`src/rtl/fetch_unit_pkg.sv`:
```
// Shared definitions for the instruction fetch front end.
//   - FSM state encoding
//   - field offsets of the entry pushed into the instruction FIFO: {adel, pc, inst}
//   - default widths and the post-reset PC
package fetch_unit_pkg;

    localparam int          kAddrWidth  = 32;
    localparam int          kInstWidth  = 32;
    localparam logic [31:0] kResetPc    = 32'hbfc00000;

    localparam int kEntryWidth  = 1 + kAddrWidth + kInstWidth;
    localparam int kEntryAdel   = 64;
    localparam int kEntryPcHi   = 63;
    localparam int kEntryPcLo   = 32;
    localparam int kEntryInstHi = 31;
    localparam int kEntryInstLo = 0;

    typedef enum logic [1:0] {
        ST_FETCH = 2'd0,
        ST_WAIT  = 2'd1,
        ST_DROP  = 2'd2,
        ST_HALT  = 2'd3
    } fetch_state_e;

endpackage

```
`src/rtl/fetch_unit.sv`:
```
// Instruction fetch front end.
// Walks the PC sequentially, keeps at most one instruction-ROM request in
// flight and pushes each returned instruction, tagged with its PC, into the
// downstream instruction FIFO. A redirect (flush) retargets the PC and throws
// away any response still owed by the ROM. A misaligned PC produces a single
// address-error entry and then parks the unit until the next redirect.
//
// Ports
//   clk              clock
//   rst              synchronous reset, active low
//   flush/flush_pc   one-cycle redirect request and its target
//   fifo_full        downstream FIFO is full; no new request is issued
//   fifo_write_en    push strobe into the FIFO
//   fifo_write_data  entry {adel, pc, inst}
//   rom_req/addr     ROM request (valid/ready with rom_ready)
//   rom_rvalid/rdata ROM response, one cycle wide
//
// state    | meaning
// ---------+------------------------------------------------------------
// ST_FETCH | issue a request for pc (or emit an address-error entry)
// ST_WAIT  | request accepted, waiting for its response
// ST_DROP  | request was overtaken by a flush, swallow its response
// ST_HALT  | address-error entry sent, idle until a flush
module fetch_unit #(
    parameter int                    kAddrWidth = fetch_unit_pkg::kAddrWidth,
    parameter int                    kInstWidth = fetch_unit_pkg::kInstWidth,
    parameter logic [kAddrWidth-1:0] kResetPc   = fetch_unit_pkg::kResetPc
) (
    input  logic                             clk,
    input  logic                             rst,
    input  logic                             flush,
    input  logic [kAddrWidth-1:0]            flush_pc,
    input  logic                             fifo_full,
    output logic                             fifo_write_en,
    output logic [kAddrWidth+kInstWidth:0]   fifo_write_data,
    output logic                             rom_req,
    output logic [kAddrWidth-1:0]            rom_addr,
    input  logic                             rom_ready,
    input  logic                             rom_rvalid,
    input  logic [kInstWidth-1:0]            rom_rdata
);
    import fetch_unit_pkg::*;

    fetch_state_e          state_q, state_d;
    logic [kAddrWidth-1:0] pc_q, pc_d;
    logic [kAddrWidth-1:0] inflight_pc_q, inflight_pc_d;

    logic                  req;
    logic                  write;
    logic                  adel;
    logic                  misaligned;
    logic [kAddrWidth-1:0] entry_pc;
    logic [kInstWidth-1:0] entry_inst;

    always_comb begin
        state_d       = state_q;
        pc_d          = pc_q;
        inflight_pc_d = inflight_pc_q;
        req           = 1'b0;
        write         = 1'b0;
        adel          = 1'b0;
        entry_pc      = pc_q;
        entry_inst    = '0;
        misaligned    = (pc_q[1:0] != 2'b00);

        case (state_q)
            ST_FETCH: begin
                if (misaligned) begin
                    if (!fifo_full) begin
                        write   = 1'b1;
                        adel    = 1'b1;
                        state_d = ST_HALT;
                    end
                end else begin
                    req = !fifo_full;
                    if (req && rom_ready) begin
                        inflight_pc_d = pc_q;
                        state_d       = ST_WAIT;
                    end
                end
            end
            ST_WAIT: begin
                if (rom_rvalid) begin
                    write      = 1'b1;
                    entry_pc   = inflight_pc_q;
                    entry_inst = rom_rdata;
                    pc_d       = inflight_pc_q + kAddrWidth'(4);
                    state_d    = ST_FETCH;
                end
            end
            ST_DROP: begin
                if (rom_rvalid) begin
                    state_d = ST_FETCH;
                end
            end
            default: begin
                state_d = state_q;
            end
        endcase

        // A redirect wins over everything else this cycle. A request that was
        // handshaken in the same cycle is already owned by the ROM, so its
        // response still has to be absorbed in ST_DROP.
        if (flush) begin
            pc_d  = flush_pc;
            write = 1'b0;
            case (state_q)
                ST_FETCH: state_d = (req && rom_ready) ? ST_DROP : ST_FETCH;
                ST_WAIT:  state_d = rom_rvalid ? ST_FETCH : ST_DROP;
                ST_DROP:  state_d = rom_rvalid ? ST_FETCH : ST_DROP;
                default:  state_d = ST_FETCH;
            endcase
        end
    end

    always_ff @(posedge clk) begin
        if (!rst) begin
            state_q       <= ST_FETCH;
            pc_q          <= kResetPc;
            inflight_pc_q <= '0;
        end else begin
            state_q       <= state_d;
            pc_q          <= pc_d;
            inflight_pc_q <= inflight_pc_d;
        end
    end

    // Outputs are forced quiet while reset is held, independent of the
    // registered state.
    assign rom_req         = rst && req;
    assign rom_addr        = rst ? pc_q : '0;
    assign fifo_write_en   = rst && write;
    assign fifo_write_data = (rst && write) ? {adel, entry_pc, entry_inst} : '0;

endmodule

```
`config.mk`:
```
export PLATFORM = sky130hd
export DESIGN_NAME = fetch_unit
export DESIGN_NICKNAME = d
export VERILOG_FILES = /design/src/rtl/fetch_unit_pkg.sv /design/src/rtl/fetch_unit.sv
export SDC_FILE = /design/constraint.sdc
export NUM_CORES = 1
export LEC_CHECK = 0
export ABC_AREA = 1
export CAP_MARGIN = 40
export CORE_MARGIN = 2
export CORE_UTILIZATION = 41
export CTS_CLUSTER_SIZE = 8
export DETAILED_ROUTE_END_ITERATION = 6
export PLACE_DENSITY_LB_ADDON = 0.05
export SYNTH_ARGS = -nofsm -noshare
export SYNTH_HDL_FRONTEND = slang
export SYNTH_SLANG_ARGS = --single-unit
```
`constraint.sdc`:
```
create_clock -name clk -period 1.8 [get_ports clk]
set_input_delay 0.45 -clock clk [delete_from_list [all_inputs] [get_ports clk]]
set_output_delay 0.45 -clock clk [all_outputs]
set_load 0.03 [all_outputs]
```
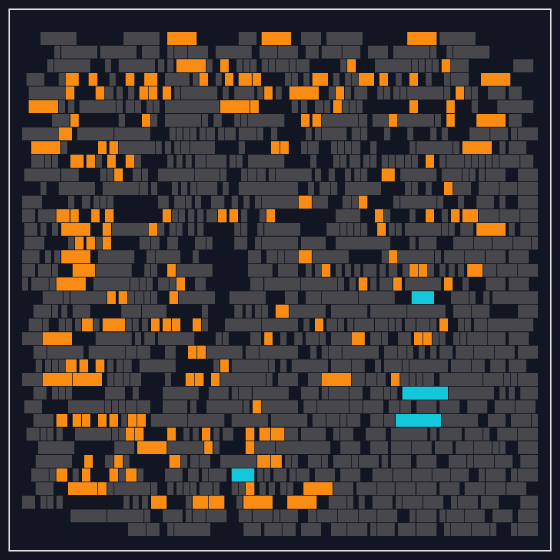
**Above:** selected gate families.
| color | family | cells | where |
|---|---|---|---|
| orange | inverting AOI/OAI gates | 159 | widely spread |
| cyan | adder and majority cells | 4 | lower right |

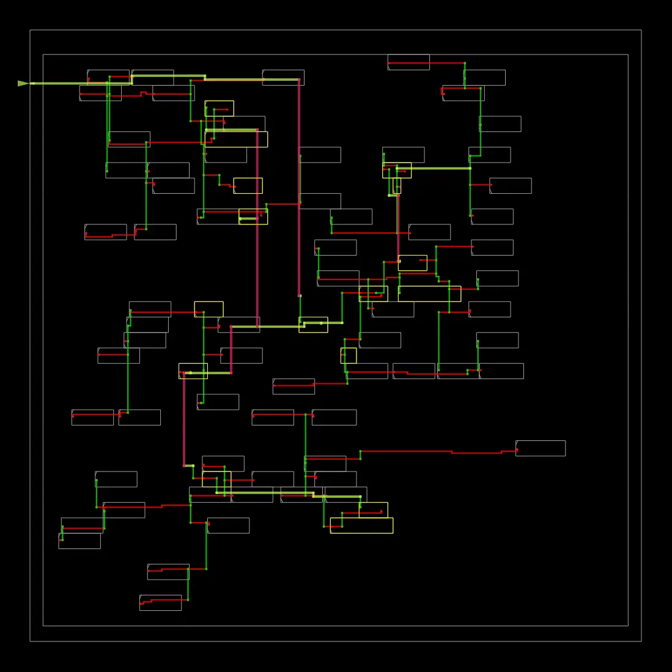
**Above:** the clock network.
Clock Skews: 0.0114 ns
power dissipated in the clock network: 1.62 mW
CLK BUF: 12
Flop Count: 66
TritonCTS Buffers: 9

==> reports/qor.log <==
INFO  status         outcome=finished with violations
INFO  status         failed_checks=negative setup slack
INFO  timing         final_max_slew_viol_count=0
INFO  clock_network  cts_sinks=66
INFO  detailed_routing drt.antenna.violating_nets=0
INFO  finish         synthToLayoutAreaGrowth=76.5%
INFO  placed_design  post-dp-hpwl=11400um
INFO  finish         insertedDiodeCount=0
INFO  worst_setup_path required_time_at_the_worst_slack_endpoint=1.35ns
INFO  logic_synthesis ys.flop_type=sky130_fd_sc_hd__dfxtp_1
INFO  floorplan      ioPinCount=169
INFO  global_routing grt_pass1_vias=5191
INFO  power_and_ir_drop p_switching=1.61mW
INFO  finish         finalInstanceArea=7780um^2
INFO  timing         final.min_clock_period=2.38ns
INFO  placed_design  dpl.cell_count=1057
INFO  timing         worst_slew_pin_slew=0.457ns
INFO  detailed_routing num_vias=5591
INFO  worst_setup_path r2r_start=state_q[0]
INFO  detailed_routing route.detailed.vias_per_inst=5.15
INFO  detailed_routing drt_first_pass_iters=6
INFO  worst_setup_path cp-startpoint=state_q[0]
INFO  finish         layout_top_cell_excl_fill_tap=sky130_fd_sc_hd__nand2_1
INFO  logic_synthesis adder_share=0.0114
INFO  power_and_ir_drop p_int=3.26mW
INFO  worst_setup_path arr_time_crit_path=1.93ns
INFO  logic_synthesis synth.area.mux_share=0
INFO  worst_setup_path critPathLaunchType=flop
INFO  worst_hold_path hold_path.startpoint=inflight_pc_q[0]
INFO  floorplan      floorplan.die.height=108um
INFO  timing         final_hold_viol_count=0
INFO  timing         whs=0.452ns
INFO  detailed_routing drt_wl_total=17000um
INFO  worst_hold_path end_of_the_worst_hold_path=inflight_pc_q[0]
INFO  finish         biggestRegsByFlops=inflight_pc_q (32), pc_q (32), state_q (2)
INFO  placed_design  buffer_ports.inserted=168
INFO  global_routing first_pass_grt_wire_length=25400um
INFO  worst_hold_path holdCritPathClass=flop to flop
INFO  logic_synthesis synth_compound_gate_area_share=0.192
INFO  clock_network  path_clk_slew=0.08ns
INFO  worst_setup_path r2r-end=inflight_pc_q[3]
INFO  worst_setup_path cpMaxStageDelayCell=sky130_fd_sc_hd__dfxtp_4
INFO  timing         relSlewSlack=0.695
INFO  clock_network  htree_num_levels=3
INFO  logic_synthesis synth_cell_type_count=35
INFO  detailed_routing wl_per_cell=15.7um
INFO  logic_synthesis yosys-dominant-comb-family=simple AND/OR/NAND/NOR gates
INFO  worst_setup_path worst_r2r_path_depth=9
INFO  power_and_ir_drop peakVddDrop=379uV
INFO  finish         post_layout_nets=1019
INFO  logic_synthesis area_of_the_mapped_netlist=4410um^2
INFO  worst_setup_path crit_path_cell_trace=inv_4 -> ha_4 -> nand3_1 -> a21oi_4 -> inv_4 -> buf_12 -> a21oi_2 -> buf_6
INFO  floorplan      fp.dieArea=11600um^2
INFO  logic_synthesis enable_flop_cells=0
INFO  timing         final-setup-viol-count=67
INFO  logic_synthesis yosys.area.top_type=sky130_fd_sc_hd__dfxtp_1
INFO  floorplan      core=10400um^2
INFO  global_routing grt.total_usage=0.276
INFO  logic_synthesis synth.ff_latch_count=66
INFO  placed_design  gp_routability_congestion=0.922
INFO  floorplan      dieWidth=108um
INFO  logic_synthesis synth.cellmix.simpleShare=0.341
INFO  clock_network  cts.root.buffer_cell=sky130_fd_sc_hd__clkbuf_8
INFO  worst_setup_path critical-path-top-cell-by-count=sky130_fd_sc_hd__inv_4
INFO  logic_synthesis ys_area=4410um^2
INFO  power_and_ir_drop power.combinational.fraction=0.312
INFO  worst_setup_path reg2reg_slack=0.12ns
INFO  power_and_ir_drop clock_power_share=0.332
INFO  clock_network  tritoncts_clock_tree=built
INFO  timing         fmax=421MHz
INFO  logic_synthesis syn_avg_cell_area=5.89um^2
INFO  worst_setup_path end_kind=output pin
INFO  worst_hold_path hold-path-cell-count=2
INFO  clock_network  cts_max_path_buffers=2
INFO  power_and_ir_drop power_per_cell_area=625nW/um^2
INFO  finish         layout.cells.most_common_list=sky130_fd_sc_hd__nand2_1 (198), sky130_fd_sc_hd__inv_1 (112), sky130_fd_sc_hd__buf_6 (67)
INFO  clock_network  clock.latency.late_pin=0.35ns
INFO  global_routing grt_antenna_before_repair=0
INFO  placed_design  post_dp_cell_area=6890um^2
INFO  logic_synthesis synth_stat.cells=748
INFO  timing         part_of_the_cycle_the_worst_path_needs=1.32
INFO  timing         grt_setup_unrepaired=true
INFO  global_routing grt_remaining_overflow=0
INFO  timing         setup_slack=-0.576ns
INFO  logic_synthesis ys_top_cells_by_area=sky130_fd_sc_hd__dfxtp_1 (30%), sky130_fd_sc_hd__nand2_1 (17%), sky130_fd_sc_hd__inv_1 (10%), sky130_fd_sc_hd__a21oi_1 (9.2%), sky130_fd_sc_hd__nor2_1 (7.2%)
INFO  power_and_ir_drop seq_power_share=0.356
INFO  finish         number_of_fill_cells_in_the_layout=820
INFO  job            total_number_of_warnings_across_the_stage_logs=31
INFO  worst_setup_path worst-path-max-fanout=9
INFO  logic_synthesis syn_inst=748
INFO  logic_synthesis yosysWarnings=0
INFO  job            cap_violations=0
INFO  worst_setup_path cp_slowest_stage_delay=0.37ns
INFO  worst_setup_path path_class=flop to output pin
INFO  detailed_routing drtIter0Drc=326
INFO  finish         final-instance-count-excl-fill=1086
INFO  logic_synthesis ys_async_sr_fraction=0
INFO  floorplan      placementRows=37
INFO  finish         layout-drive-gt1-share=0.307
INFO  power_and_ir_drop switching_share=0.330
INFO  power_and_ir_drop power.static_leakage=3.52nW
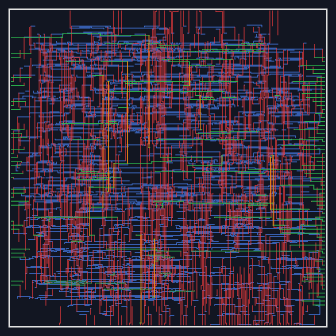
**Above:** signal wires by layer.
| color | layer | wire length |
|---|---|---|
| red | met2 | 8290 um |
| orange | met4 | 289 um |
| green | met3 | 1300 um |
| blue | met1 | 7160 um |

==> worst max-delay path: cells and delay by family, from the launching register on <==
| family | cells | cell delay [ns] |
|---|---|---|
| buffers and inverters | 4 | 0.47 |
| AOI/OAI and AO/OA | 2 | 0.37 |
| DFF | 1 | 0.37 |
| and+or+nand+nor | 1 | 0.21 |
| adders and majority gates | 1 | 0.14 |
==> power by group through the flow <==
stage          registers [mW]  logic, mW  clock network, mW
6_report                 1.73       1.52               1.62
5_1_grt                  1.75       1.64               1.70
4_1_cts                  1.72       1.40               1.63
3_5_place_dp             1.75       1.33                  0
3_3_place_gp             1.75       1.31                  0
2_1_floorplan            1.72      0.781                  0
==> Yosys cell counts (2+ instances only) <==
cell type / instances
sky130_fd_sc_hd__a21oi_1: 81
sky130_fd_sc_hd__a22oi_1: 10
sky130_fd_sc_hd__a31oi_1: 6
sky130_fd_sc_hd__buf_2: 15
sky130_fd_sc_hd__buf_4: 3
sky130_fd_sc_hd__buf_6: 2
sky130_fd_sc_hd__clkbuf_1: 16
sky130_fd_sc_hd__dfxtp_1: 66
sky130_fd_sc_hd__ha_1: 4
sky130_fd_sc_hd__inv_1: 120
sky130_fd_sc_hd__inv_2: 6
sky130_fd_sc_hd__nand2_1: 201
sky130_fd_sc_hd__nand2_2: 10
sky130_fd_sc_hd__nand2_4: 3
sky130_fd_sc_hd__nand3_1: 28
sky130_fd_sc_hd__nand3b_1: 2
sky130_fd_sc_hd__nand4_1: 3
sky130_fd_sc_hd__nor2_1: 85
sky130_fd_sc_hd__nor2_2: 6
sky130_fd_sc_hd__nor2_4: 2
sky130_fd_sc_hd__nor2_8: 2
sky130_fd_sc_hd__nor3_1: 5
sky130_fd_sc_hd__o211ai_1: 2
sky130_fd_sc_hd__o21ai_0: 51
sky130_fd_sc_hd__o21ai_1: 3
sky130_fd_sc_hd__o21bai_1: 3
sky130_fd_sc_hd__o22ai_1: 2
sky130_fd_sc_hd__or2_2: 2
sky130_fd_sc_hd__xor2_1: 3
==> timing repair <==
action	in CTS	in global routing
buffers inserted	5	3
gates cloned	1	5
pin swaps	3	9
hold buffers	0	0
gates resized	44	69
endpoints found under the setup margin	84	105
==> cell type report <==
type | instances | area [um^2] | area share
Tap cell | 136 | 170 | 0.0219
Timing Repair Buffer | 223 | 2480 | 0.318
Inverter | 127 | 487 | 0.0626
Clock buffer | 12 | 155 | 0.0199
Multi-Input combinational cell | 518 | 3070 | 0.394
Clock inverter | 4 | 97.6 | 0.0125
Sequential cell | 66 | 1330 | 0.171
==> metal layers <==
metal | GRT usage | wire, um | up-vias
li1 | - | - | 2729
met1 | 0.355 | 7160 | 2590
met2 | 0.467 | 8290 | 247
met3 | 0.0508 | 1300 | 25
met4 | 0.0852 | 289 | 0
met5 | 0 | 0 | -
==> through the flow <==
stage          setup WS, ns  TNS, ns  power (mW)   util
6_report             -0.576   -31.31        4.86  0.750
3_5_place_dp         -0.619   -47.51        3.09  0.665
5_1_grt              -0.626   -36.26        5.08  0.750
3_3_place_gp         -0.566   -43.77        3.06  0.665
2_1_floorplan        -0.247    -7.83        2.50      -
4_1_cts              -0.534   -33.45        4.75  0.711
No activity file was given, so power comes from the tool's default toggle rates.
